[src/rtl/cpu_run_ctrl_pkg.sv]
// Shared definitions for the CPU run-control / performance-counter unit:
// run-state encodings, fixed counter indices and small helpers.
package cpu_run_ctrl_pkg;

  typedef enum logic [1:0] {
    RC_IDLE = 2'd0,
    RC_RUN  = 2'd1,
    RC_STEP = 2'd2,
    RC_HALT = 2'd3
  } run_state_e;

  // Counter 0 always counts advancing cycles; counter i counts evt[i-1].
  localparam int CNT_CYCLES = 0;

  function automatic logic rise(input logic cur, input logic prev);
    return cur & ~prev;
  endfunction

endpackage

[src/rtl/cpu_run_ctrl_if.sv]
// Connection bundle between the datapath/board logic (master) and the
// run-control unit (slave).
interface cpu_run_ctrl_if #(
  parameter int CNT_W = 32,
  parameter int N_EVT = 4,
  parameter int SEL_W = 3
);
  logic             go;
  logic             step_mode;
  logic             step_req;
  logic             resume;
  logic             halt_req;
  logic             led_req;
  logic [N_EVT-1:0] evt;
  logic             cnt_clr;
  logic [SEL_W-1:0] cnt_sel;
  logic [CNT_W-1:0] cnt_rd;
  logic             pc_enable;
  logic             led_enable;
  logic [1:0]       run_state;

  modport master (
    output go, step_mode, step_req, resume, halt_req, led_req, evt, cnt_clr, cnt_sel,
    input  cnt_rd, pc_enable, led_enable, run_state
  );

  modport slave (
    input  go, step_mode, step_req, resume, halt_req, led_req, evt, cnt_clr, cnt_sel,
    output cnt_rd, pc_enable, led_enable, run_state
  );
endinterface

[src/rtl/cpu_run_ctrl_perf_counter.sv]
// Single event counter with synchronous clear; wraps to zero or holds at
// all-ones depending on SAT.
module cpu_run_ctrl_perf_counter #(
  parameter int CNT_W = 32,
  parameter int SAT   = 0
) (
  input  logic             clk,
  input  logic             rst,
  input  logic             clr,
  input  logic             inc,
  output logic [CNT_W-1:0] q
);

  function automatic logic [CNT_W-1:0] bump(input logic [CNT_W-1:0] v);
    if ((SAT != 0) && (&v)) begin
      return v;
    end
    return v + CNT_W'(1);
  endfunction

  // Clear wins over a coincident increment.
  always_ff @(posedge clk) begin
    if (rst || clr) begin
      q <= '0;
    end else if (inc) begin
      q <= bump(q);
    end
  end

endmodule

[src/rtl/cpu_run_ctrl.sv]
// Run control (free-run / single-step / syscall halt and resume) plus a bank
// of performance counters with a registered readout mux.
module cpu_run_ctrl
  import cpu_run_ctrl_pkg::*;
#(
  parameter int CNT_W = 32,
  parameter int N_EVT = 4,
  parameter int SEL_W = 3,
  parameter int SAT   = 0
) (
  input logic           clk,
  input logic           rst,
  cpu_run_ctrl_if.slave bus
);

  localparam int N_CNT = N_EVT + 1;
  localparam int N_SEL = 2 ** SEL_W;

  run_state_e       state_q;
  logic             step_q;
  logic             ovr_q;
  logic             halt_gate;
  logic             step_edge;
  logic             pc_en;
  logic [N_EVT:0]   inc;
  logic [CNT_W-1:0] cnt_q  [N_CNT];
  logic [CNT_W-1:0] rd_mux [N_SEL];
  logic [CNT_W-1:0] rd_p1;

  // ovr lets exactly one advance slip past a halting syscall after resume.
  always_comb begin
    halt_gate = !bus.halt_req || ovr_q;
    step_edge = rise(bus.step_req, step_q);
    pc_en     = 1'b0;
    unique case (state_q)
      RC_RUN:  pc_en = halt_gate;
      RC_STEP: pc_en = step_edge && halt_gate;
      default: pc_en = 1'b0;
    endcase
  end

  always_ff @(posedge clk) begin
    if (rst) begin
      state_q <= RC_IDLE;
      step_q  <= 1'b0;
      ovr_q   <= 1'b0;
    end else begin
      step_q <= bus.step_req;
      if (pc_en) begin
        ovr_q <= 1'b0;
      end
      unique case (state_q)
        RC_IDLE: begin
          if (bus.go) begin
            state_q <= bus.step_mode ? RC_STEP : RC_RUN;
          end
        end
        RC_RUN: begin
          if (bus.halt_req && !ovr_q) begin
            state_q <= RC_HALT;
          end else if (!bus.go) begin
            state_q <= RC_IDLE;
          end else if (bus.step_mode) begin
            state_q <= RC_STEP;
          end
        end
        RC_STEP: begin
          if (bus.halt_req && !ovr_q) begin
            state_q <= RC_HALT;
          end else if (!bus.go) begin
            state_q <= RC_IDLE;
          end else if (!bus.step_mode) begin
            state_q <= RC_RUN;
          end
        end
        RC_HALT: begin
          if (!bus.go) begin
            state_q <= RC_IDLE;
            ovr_q   <= 1'b0;
          end else if (bus.resume) begin
            state_q <= bus.step_mode ? RC_STEP : RC_RUN;
            ovr_q   <= 1'b1;
          end
        end
        default: state_q <= RC_IDLE;
      endcase
    end
  end

  // Events of stalled (non-advancing) cycles are not counted.
  assign inc[CNT_CYCLES] = pc_en;
  assign inc[N_EVT:1]    = bus.evt & {N_EVT{pc_en}};

  for (genvar i = 0; i < N_CNT; i++) begin : g_cnt
    cpu_run_ctrl_perf_counter #(
      .CNT_W(CNT_W),
      .SAT  (SAT)
    ) u_cnt (
      .clk(clk),
      .rst(rst),
      .clr(bus.cnt_clr),
      .inc(inc[i]),
      .q  (cnt_q[i])
    );
  end

  // Unused select codes read back as zero.
  for (genvar k = 0; k < N_SEL; k++) begin : g_rd
    if (k < N_CNT) begin : g_live
      assign rd_mux[k] = cnt_q[k];
    end else begin : g_zero
      assign rd_mux[k] = '0;
    end
  end

  // p1: registered readout of the pre-update counter value
  always_ff @(posedge clk) begin
    if (rst) begin
      rd_p1 <= '0;
    end else begin
      rd_p1 <= rd_mux[bus.cnt_sel];
    end
  end

  assign bus.pc_enable  = pc_en;
  assign bus.led_enable = bus.led_req & pc_en;
  assign bus.run_state  = state_q;
  assign bus.cnt_rd     = rd_p1;

endmodule

[src/flat_wrapper.sv]
// flat-port wrapper written by rule: the top's interface ports become plain ports
module cpu_run_ctrl_flat import cpu_run_ctrl_pkg::*;
#(
  parameter int CNT_W = 32,
  parameter int N_EVT = 4,
  parameter int SEL_W = 3,
  parameter int SAT   = 0
)
  (clk, rst, bus_go, bus_step_mode, bus_step_req, bus_resume, bus_halt_req, bus_led_req, bus_evt, bus_cnt_clr, bus_cnt_sel, bus_cnt_rd, bus_pc_enable, bus_led_enable, bus_run_state);
  cpu_run_ctrl_if #(.CNT_W(CNT_W), .N_EVT(N_EVT), .SEL_W(SEL_W)) bus_i ();
  input logic clk;
  input logic rst;
  input wire logic [$bits(bus_i.go)-1:0] bus_go;
  input wire logic [$bits(bus_i.step_mode)-1:0] bus_step_mode;
  input wire logic [$bits(bus_i.step_req)-1:0] bus_step_req;
  input wire logic [$bits(bus_i.resume)-1:0] bus_resume;
  input wire logic [$bits(bus_i.halt_req)-1:0] bus_halt_req;
  input wire logic [$bits(bus_i.led_req)-1:0] bus_led_req;
  input wire logic [$bits(bus_i.evt)-1:0] bus_evt;
  input wire logic [$bits(bus_i.cnt_clr)-1:0] bus_cnt_clr;
  input wire logic [$bits(bus_i.cnt_sel)-1:0] bus_cnt_sel;
  output wire logic [$bits(bus_i.cnt_rd)-1:0] bus_cnt_rd;
  output wire logic [$bits(bus_i.pc_enable)-1:0] bus_pc_enable;
  output wire logic [$bits(bus_i.led_enable)-1:0] bus_led_enable;
  output wire logic [$bits(bus_i.run_state)-1:0] bus_run_state;
  assign bus_i.go = bus_go;
  assign bus_i.step_mode = bus_step_mode;
  assign bus_i.step_req = bus_step_req;
  assign bus_i.resume = bus_resume;
  assign bus_i.halt_req = bus_halt_req;
  assign bus_i.led_req = bus_led_req;
  assign bus_i.evt = bus_evt;
  assign bus_i.cnt_clr = bus_cnt_clr;
  assign bus_i.cnt_sel = bus_cnt_sel;
  assign bus_cnt_rd = bus_i.cnt_rd;
  assign bus_pc_enable = bus_i.pc_enable;
  assign bus_led_enable = bus_i.led_enable;
  assign bus_run_state = bus_i.run_state;
  cpu_run_ctrl #(.CNT_W(CNT_W), .N_EVT(N_EVT), .SEL_W(SEL_W), .SAT(SAT)) u_core (.clk(clk), .rst(rst), .bus(bus_i));
endmodule
[config.mk]
export PLATFORM = sky130hd
export DESIGN_NAME = cpu_run_ctrl_flat
export DESIGN_NICKNAME = d
export VERILOG_FILES = /design/src/rtl/cpu_run_ctrl_pkg.sv /design/src/rtl/cpu_run_ctrl_if.sv /design/src/rtl/cpu_run_ctrl_perf_counter.sv /design/src/rtl/cpu_run_ctrl.sv /design/src/flat_wrapper.sv
export SDC_FILE = /design/constraint.sdc
export NUM_CORES = 1
export LEC_CHECK = 0
export CORE_MARGIN = 2
export CORE_UTILIZATION = 60
export DETAILED_ROUTE_END_ITERATION = 8
export PLACE_DENSITY = 0.78
export SYNTH_ARGS = -nofsm -noshare
export SYNTH_HDL_FRONTEND = slang
export SYNTH_SLANG_ARGS = --single-unit
[constraint.sdc]
create_clock -name clk -period 2.5 [get_ports clk]
set_input_delay 0.25 -clock clk [delete_from_list [all_inputs] [get_ports clk]]
set_output_delay 0.25 -clock clk [all_outputs]
set_load 0.1 [all_outputs]
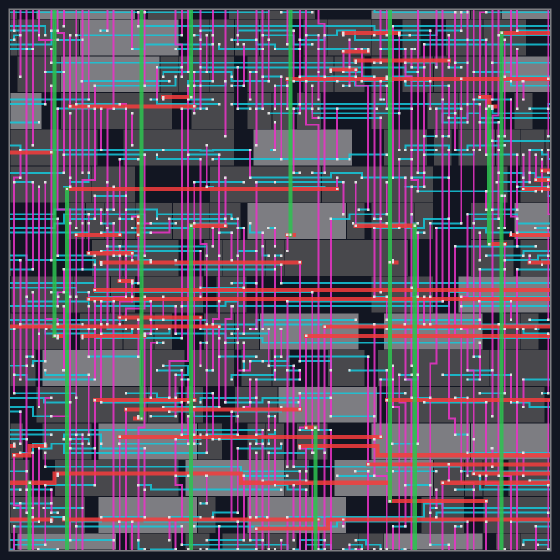
Fig. 1. Zoomed window (run 1).
Region (45, 45) to (85, 85) um. Cells in grey, sequential cells in the stronger grey; small squares are vias.
Magenta stands for metal 2. Red stands for metal 3. Green stands for metal 4. Cyan stands for metal 1.
125 logic cells have their middle in the window. Most frequent: nor2_1 (17), dfxtp_1 (16), xnor2_1 (13). Netlist names of flops here include u_core.g_cnt.u_cnt.q (16). Sequential cells in the window: 16.

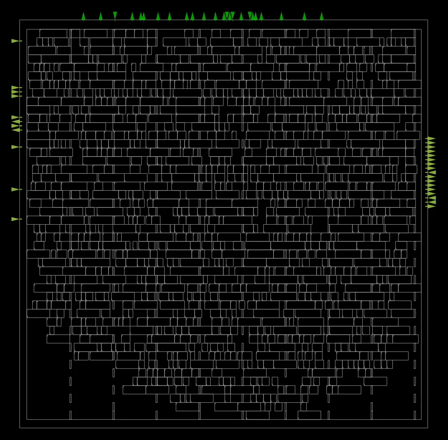
Fig. 2. Placement view (run 1).
number of well taps: 216
floorplan row count: 46

==> run summary, run 1 <==
Latest figures from synthesis and place and route.

The register with the most flip-flops in the layout has 160 of them. The last timing report of the flow puts the setup violation total at 0. The total power after layout is 6770 uW.

The sequential power is 3170 uW. The clock sink total is 196. For this run, design rule violations remaining after detail routing come to 0. The horizontal die dimension reported for this design is 131 um. The worst setup path startpoint is u_core.bus.run_state[0]. The slack of the worst reg-to-reg path is 60 ps. The area of the core is 15800 um^2. The global routing met1 resource utilization is 40.8%. The final layout contains a sequential cell count of 196. The report lists the cells along the critical path as inv_1, ha_1, buf_4, o211ai_1, buf_4, inv_6, and2_4, buf_12. The clock skew after layout is 9.79 ps. The internal portion of total power is 5030 uW. The area fraction in full adders, half adders and majority gates is 1.30%.

In the per-layer breakdown of the detailed-route log, met1 shows 10600 um. Cells fill 70.5% of the core in the end. Prior to clock tree synthesis, the placed netlist has a worst setup slack of 5.61 ps. The post-synth tally of flip-flops with integrated enable is 0. The origin of the worst min-delay path is bus_step_req.

The routability congestion estimate is 0.977. In the Yosys report, the sequential cells make up 40.6% of the chip area. The report gives the cell count of the worst hold path as 2. The OpenROAD warning count is 30. The share of cell area taken by muxes after synthesis is 7.68%. The largest non-sequential cell family by area is simple AND/OR/NAND/NOR gates. The largest driver fanout on the critical path is 10. The class occupying the most area after layout is reported as multi-input combinational cells.

Clock latency on the worst-skew pair, taken at its later pin, is 440 ps. Detailed routing placed a total of 12700 um of wire on met2. The layer with the highest usage is met2. The classification of the worst-slack hold path is in -> reg.

Per the synth log, the flip-flop and latch total comes to 196. The category of the critical setup timing path is reg -> out. The critical path's top delay family is buffers and inverters. Entering global routing, the biggest net connects 80 pins. The final max-slew violation count recorded for this run is 0. In this run the worst setup path terminates at bus_led_enable. After routing, the total negative slack on setup checks comes to 0 ps. The script logs the mean routed wire length per placed instance as 19.5 um. The number of placed instances, taps included is 1338. The number of ordinary and repair buffers in the finished layout is 93.

The clock-cell share of area is 5.45%. For reference, the post-synthesis area per instance comes to 8.87 um^2. After layout, the worst path uses 98.1% of the clock period. The cell-mix breakdown from Yosys lists the compound-gate area share as 8.85%. After synthesis the cells add up to 9660 um^2.

The number of setup buffers added after CTS is 2. In the layout the tool counted multi-input logic cells amounting to 812. The half-perimeter wire length of the detailed placement result is 19100 um. The static leakage is 0.00354 uW. Power attributed to combinational cells is 753 uW. Counting buffers and inverters, the worst setup path is 8 cells deep.

The stage delay of the slowest cell on the critical path is 370 ps. Ranked by total cell area, the synthesized netlist is headed by dfxtp_1, mux4_2, nor2_1, xnor2_1, nand4_1. The area taken by multi-input combinational cells is reported as 5450 um^2. Counting instances in the post-synthesis netlist gives the leading cell types as dfxtp_1, nor2_1, nand4_1. The basic-gate share of the synthesized area counting and, or, nand and nor cells is 28.2%. The wire length of the first global-routing pass is 42200 um. The group drawing the most power is registers. Measured in cells, the most critical reg-to-reg path has a length of 8. The clock tree synthesis step divided the H-tree into 4 levels. Of the total power, combinational logic draws 11.1%. Per the cell usage report, the commonest logic cell in the layout is dfxtp_1.

Counting every net in the synthesized netlist gives 1114. The tally of max-capacitance violations is 0. The flow ran to the end, and the final reports show no timing, DRC or antenna violations. After clock tree synthesis, the repair step resized 2 gates. The layout stage reports a final design area of 11200 um^2.

The multi-input gate share of total cell area is 48.8%. The routed length on met3 is 2130 um. The maximum frequency from static timing analysis is 408 MHz. Fill cells in the final layout number 1223.

Per STA, the library cell used most along the worst path is buf_4. The layout net count is 1169. Looking at the reg2reg group, the worst path starts from u_core.bus.run_state[0]. The overflow left after global routing is 0. The number of port buffers is 51. The timing report notes that buffer and inverter cells on the critical path total 5. The number of antenna diodes in the final layout is 0. Switching power as a fraction of the total was reported as 25.7%. The largest voltage drop on the vdd net is 0.000543 V. Yosys stat counts 1088 cells in the synthesized netlist. The endpoint identified for the worst register-to-register timing path is u_core.g_cnt[4].u_cnt.q[31]. The fraction of area in registers is 35.2%.

For the clock group, total power comes out at 2840 uW. The worst hold-check slack is 397 ps. The worst endpoint required time is 2250 ps. The parity-gate share of the synthesized area counting xor and xnor cells is 10.1%. In the synthesized netlist the async set-or-reset flop fraction comes to 0%. Counting flops per register, the top entry is u_core.g_cnt.u_cnt.q.

52 I/O pins were placed. The cell taking the most area after synthesis is dfxtp_1. The total power density per cell area is 607 nW/um^2.

The worst-case headroom to the max-slew limit is 43.0%. The post-synthesis instance total is 1088. Once the floorplan was initialized, standard cells occupied 61.0% of the core. Per the TritonCTS log, the buffer count is 17. The top cell types in the final layout, fill and taps aside, are dfxtp_1, nor2_1, buf_4. The worst hold path terminates at u_core.step_q. Per the final timing report, the hold violations number 0. The clock slew at the register clock pins of the worst setup and hold paths is 70 ps.

The timing report shows that the slowest cell on the worst path is dfxtp_4. For this design the total switching power over the nets is 1740 uW. The dominant synthesized flop cell is dfxtp_1.

In the post-route analysis, the smallest setup slack over all paths is 47.6 ps. The overall routing resource usage is 32.0%. The area of the chip is 17100 um^2. The startpoint type of the worst setup path is a register. The via density per instance is 6.38.

The via count of the first global-routing pass was 8035. The instance area at placement is 10500 um^2. The vertical extent of the die is 131 um. The number of antenna violations at the first check in global routing is 0. The met3 track utilization from global routing is 6.60%.

The worst path in the final design needs a cycle of 2450 ps, including I/O delays and setup. The unique cell type count in the Yosys netlist is 52. The highest metal layer with signal wires is met4. The number of clock-tree buffers in the layout is 19. The count of nets left with antenna violations once routing finished came out at 0.

The tally of yosys warning messages is 0. The count of cells in the finished layout, fillers not included, comes to 1371. The synthesized netlist has a Yosys-reported chip area of 9660 um^2. The sequential group share of total power is 46.8%.

The fraction of layout cells with a size suffix above 1 is 14.7%. The total area of sequential cells is 3930 um^2. Detailed-route iteration 0 reported a violation count of 816. The kind of end point of the critical path is an output pin. The post-cts hold buffer count is 0.

The maximum clock insertion buffer count is 2. The clock network burns 42.0% of the power. At the pin with the least slew margin, the transition time is 851 ps. The area growth from synthesis to layout is 15.5%. The OpenROAD report gives the critical path a data arrival time of 2200 ps. The most repeated cell in the gate-level netlist after synthesis is dfxtp_1.

After layout the signal buffers, clock cells excluded, come to 7.22% of cell area. The number of non-clock inverters is 23.
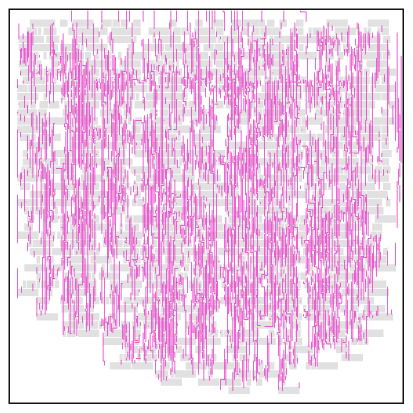
Fig. 3. Metal 2 (run 1).
(3 px per um)
The layer carries 12700 um of wire. The wires run mostly vertical. The longest straight run is 45.9 um.
wire length after detailed routing: 26700 um
Vias: 8747
GRT met2 Usage: 51.5%

## Run 2: what changed since run 1
==> constraint.sdc (replaced) <==
create_clock -name clk -period 2.3 [get_ports clk]
set_input_delay 0.23 -clock clk [delete_from_list [all_inputs] [get_ports clk]]
set_output_delay 0.23 -clock clk [all_outputs]
set_load 0.1 [all_outputs]
==> run summary, run 2 <==
Latest figures from synthesis and place and route.

The flow ran to the end, and the final reports show no timing, DRC or antenna violations. The endpoint identified for the worst register-to-register timing path is u_core.g_cnt[0].u_cnt.q[26]. According to the hold report, the worst path is of the in -> reg type. The number of cells in the yosys synthesis report is 1088. The post-synthesis instance area is 9660 um^2. The clock skew after layout is 11.0 ps. For this design, the sink count on the clock tree is 196.

Leaving out fill and tap cells, the most frequent cells in the layout are dfxtp_1, nor2_1, buf_4. The buffering stage count on the worst path with inverters included is 1. Yosys attributes the largest share of cell area to dfxtp_1, mux4_2, nor2_1, xnor2_1, nand4_1. Detailed placement reports a standard cell area of 10700 um^2.

The fraction of area in registers is 34.2%. The portion of the layout cell area used by non-clock buffers is 9.06%. The tally of yosys warning messages is 0.

The unique cell type count in the Yosys netlist is 52. The layout overhead on the synthesized area is 19.1%. Summing the areas of all xor and xnor instances in the mapped netlist gives 10.1% of the synthesized area.

The layout net count is 1200. The critical path starts at u_core.bus.run_state[1]. The flow reports that sequential cells draw 46.2% of the design power. The static leakage is 0.00370 uW. The post-cts hold buffer count is 0. The flow reports that the clock network draws 41.3% of the design power. The vertical extent of the die is 131 um. Measured in cells, the most critical reg-to-reg path has a length of 7. The cell type that accounts for the most area after synthesis is dfxtp_1. The number of DRC markers in iteration 0 is 1143. The final worst slack is 47.8 ps. Entering global routing, the biggest net connects 90 pins. 812 cells are multi-input combinational gates.

The most common cell after layout, fill and taps aside is dfxtp_1. The stage delay of the slowest cell on the critical path is 540 ps. The clock latency on the worst-skew pair is 440 ps. The number of port buffers is 51. Summing all flip-flop and latch instances after layout gives 3930 um^2. The number of non-clock inverters is 23. Sorting the synthesized cells by how often they occur yields dfxtp_1, nor2_1, nand4_1.

The layout report lists the multi-input gate area as 5560 um^2. Counting tap cells, the placed design contains a total of 1362 instances. The post-synth tally of flip-flops with integrated enable is 0. For this run, the number of standard cells in the final layout without fillers is 1403. Max-slew check failures listed in the final report amount to 0. The critical path endpoint has a required time of 2680 ps. The worst hold-check slack is 381 ps. The total overflow left after global routing is 0. The total CTS buffers is 17. The final routed DRC violation total is 0. The register with the most flip-flops in the layout has 160 of them. The area of the chip is 17100 um^2.

IR analysis of the VDD net gives a maximum drop of 0.000572 V. The slew of the pin with the lowest slew margin is 1070 ps. The critical path is of the reg -> reg type. The class occupying the most area after layout is reported as multi-input combinational cells. The end-of-flow timing check tallies setup violations at 0. The via count of the first global-routing pass was 8308. The area share of and-or/or-and cells after synthesis is 8.85%. The kind of end point of the critical path is a register. The area fraction in full adders, half adders and majority gates is 1.30%. The via density per instance is 6.40.

For this run, asynchronously set or reset flops after synthesis account for 0%. The group drawing the most power is registers. The number of buffers inserted to repair setup after CTS is 6.

The origin of the worst min-delay path is bus_cnt_sel[0]. The worst setup path is launched from a register. The timing endpoint of the critical path is u_core.g_cnt[0].u_cnt.q[26]. The critical path's top delay family is simple AND/OR/NAND/NOR gates. The highest metal layer with signal wires is met4. The slack of the worst reg-to-reg path is 50 ps.

Counting every instance in the synthesized netlist gives 1088. In the final layout, clock buffers and inverters account for 5.29% of the cell area. The stage logs contain a warning count of 32. The wire length of the first global-routing pass is 43100 um. The total number of H-tree levels is 4. The area of the core is 15800 um^2. The portion of total power attributed to combinational logic is 12.5%.

The logic depth of the worst setup path including buffers is 7. The number of nets in the synthesized netlist is 1114. A synthesized cell averages 8.87 um^2.

The number of antenna violations at the first check in global routing was 0. Prior to clock tree synthesis, the placed netlist has a worst setup slack of -175 ps. The largest driver fanout on the critical path is 5.

The filler cells instantiated in the layout total 1177. The half-perimeter wire length of the detailed placement result is 19100 um. Max-cap violations in this run came to 0. The dominant synthesized flop cell is dfxtp_1. The most repeated cell in the gate-level netlist after synthesis is dfxtp_1. Post-route period utilization is reported as 97.9%.

According to the I/O placement log, the pin count is 52. The largest register by flop count is u_core.g_cnt.u_cnt.q. The overall routing resource usage is 32.7%. The cell count of the worst hold path is 4. The global routing met1 resource utilization is 44.6%. The share of cell area taken by muxes after synthesis is 7.68%. The met2 wire length is 12800 um. The multi-input gate share of total cell area is 48.3%.

The design received a total of 216 well taps at floorplan. Summing the sequential cell areas from Yosys gives 40.6% of the chip area. Per STA, the worst path is made up of inv_2, ha_4, and4_4, o211ai_1, or4b_4, or3_1, a21oi_2.

The finished cells cover 11500 um^2. The met1 wire length is 10900 um. Routing resource usage on met3 recorded by global route was 6.51%. The chip area in the Yosys report is 9660 um^2. The fraction of layout cells with a size suffix above 1 is 18.7%.

The maximum clock insertion buffer count is 2. The sequential power reported by the tool is 3450 uW. Hold-check failures listed in the final report amount to 0.

The total power density per cell area is 649 nW/um^2. The total power after layout is 7470 uW. The slew check shows that the tightest pin keeps a relative margin of 28.0%. The flow reports an fmax of 444 MHz.

The master of the slowest instance on the critical path is or4b_4. The routability congestion estimate is 0.953. Among the non-sequential cells, simple AND/OR/NAND/NOR gates take the most area. The number of ordinary and repair buffers in the finished layout is 124. Yosys reported a register bit count of 196. The power report lists the combinational group at 934 uW.

Gates resized during post-CTS repair numbered 5. The layout has 19 clock buffers. The worst-case hold path end point is u_core.bus.cnt_rd[30]. Per the post-route antenna check, the number of violating nets is 0. The starting density of the core is 61.0%. From left edge to right edge, the die measures 131 um. The floorplan has 46 rows. The shortest period the worst path allows is 2250 ps.

There are 196 flip-flops and latches. The internal power of the cells totals 5510 uW. The repair_antennas step left the layout with diodes totalling 0. STA puts the critical path data arrival time at 2630 ps. The global router reports that the layer with the highest usage is met2.

The switching power total is 1960 uW. The post-route setup TNS is 0 ps. In the detailed route, the total length drawn on met3 is 2560 um. Per the timing report, the most critical flop-to-flop path originates at u_core.bus.run_state[1]. The switching fraction of total power is 26.2%.

The basic-gate share of the synthesized area counting and, or, nand and nor cells is 28.2%.
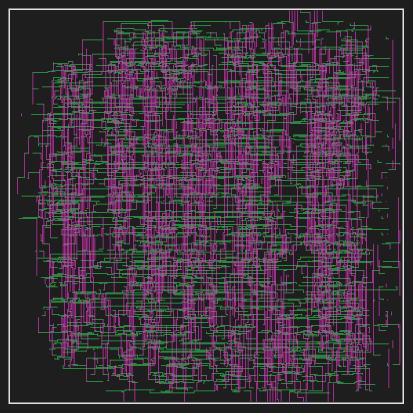
Fig. 4. Metal layers overlaid (run 2).
(3 px per um) Only two layers are drawn.
Green stands for metal 1, wire length 10900 um. Magenta stands for metal 2, wire length 12800 um.
Vias: 8973
post-DR wirelength/cell: 19.5 um
wire length after detailed routing: 27300 um

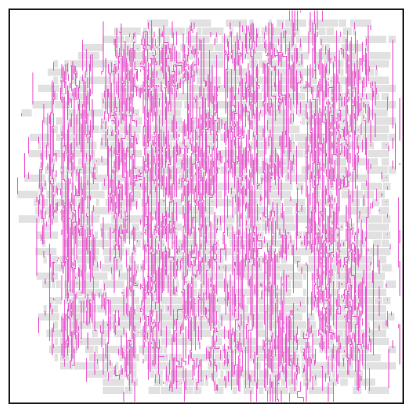
Fig. 5. Metal 2 (run 2).
(3 px per um)
The longest straight run is 61.2 um. The layer carries 12800 um of wire. The layer holds 47% of the routed length. The wires run mostly vertical. 1010 nets have wire on it.

No activity file was given, so power comes from the tool's default toggle rates.
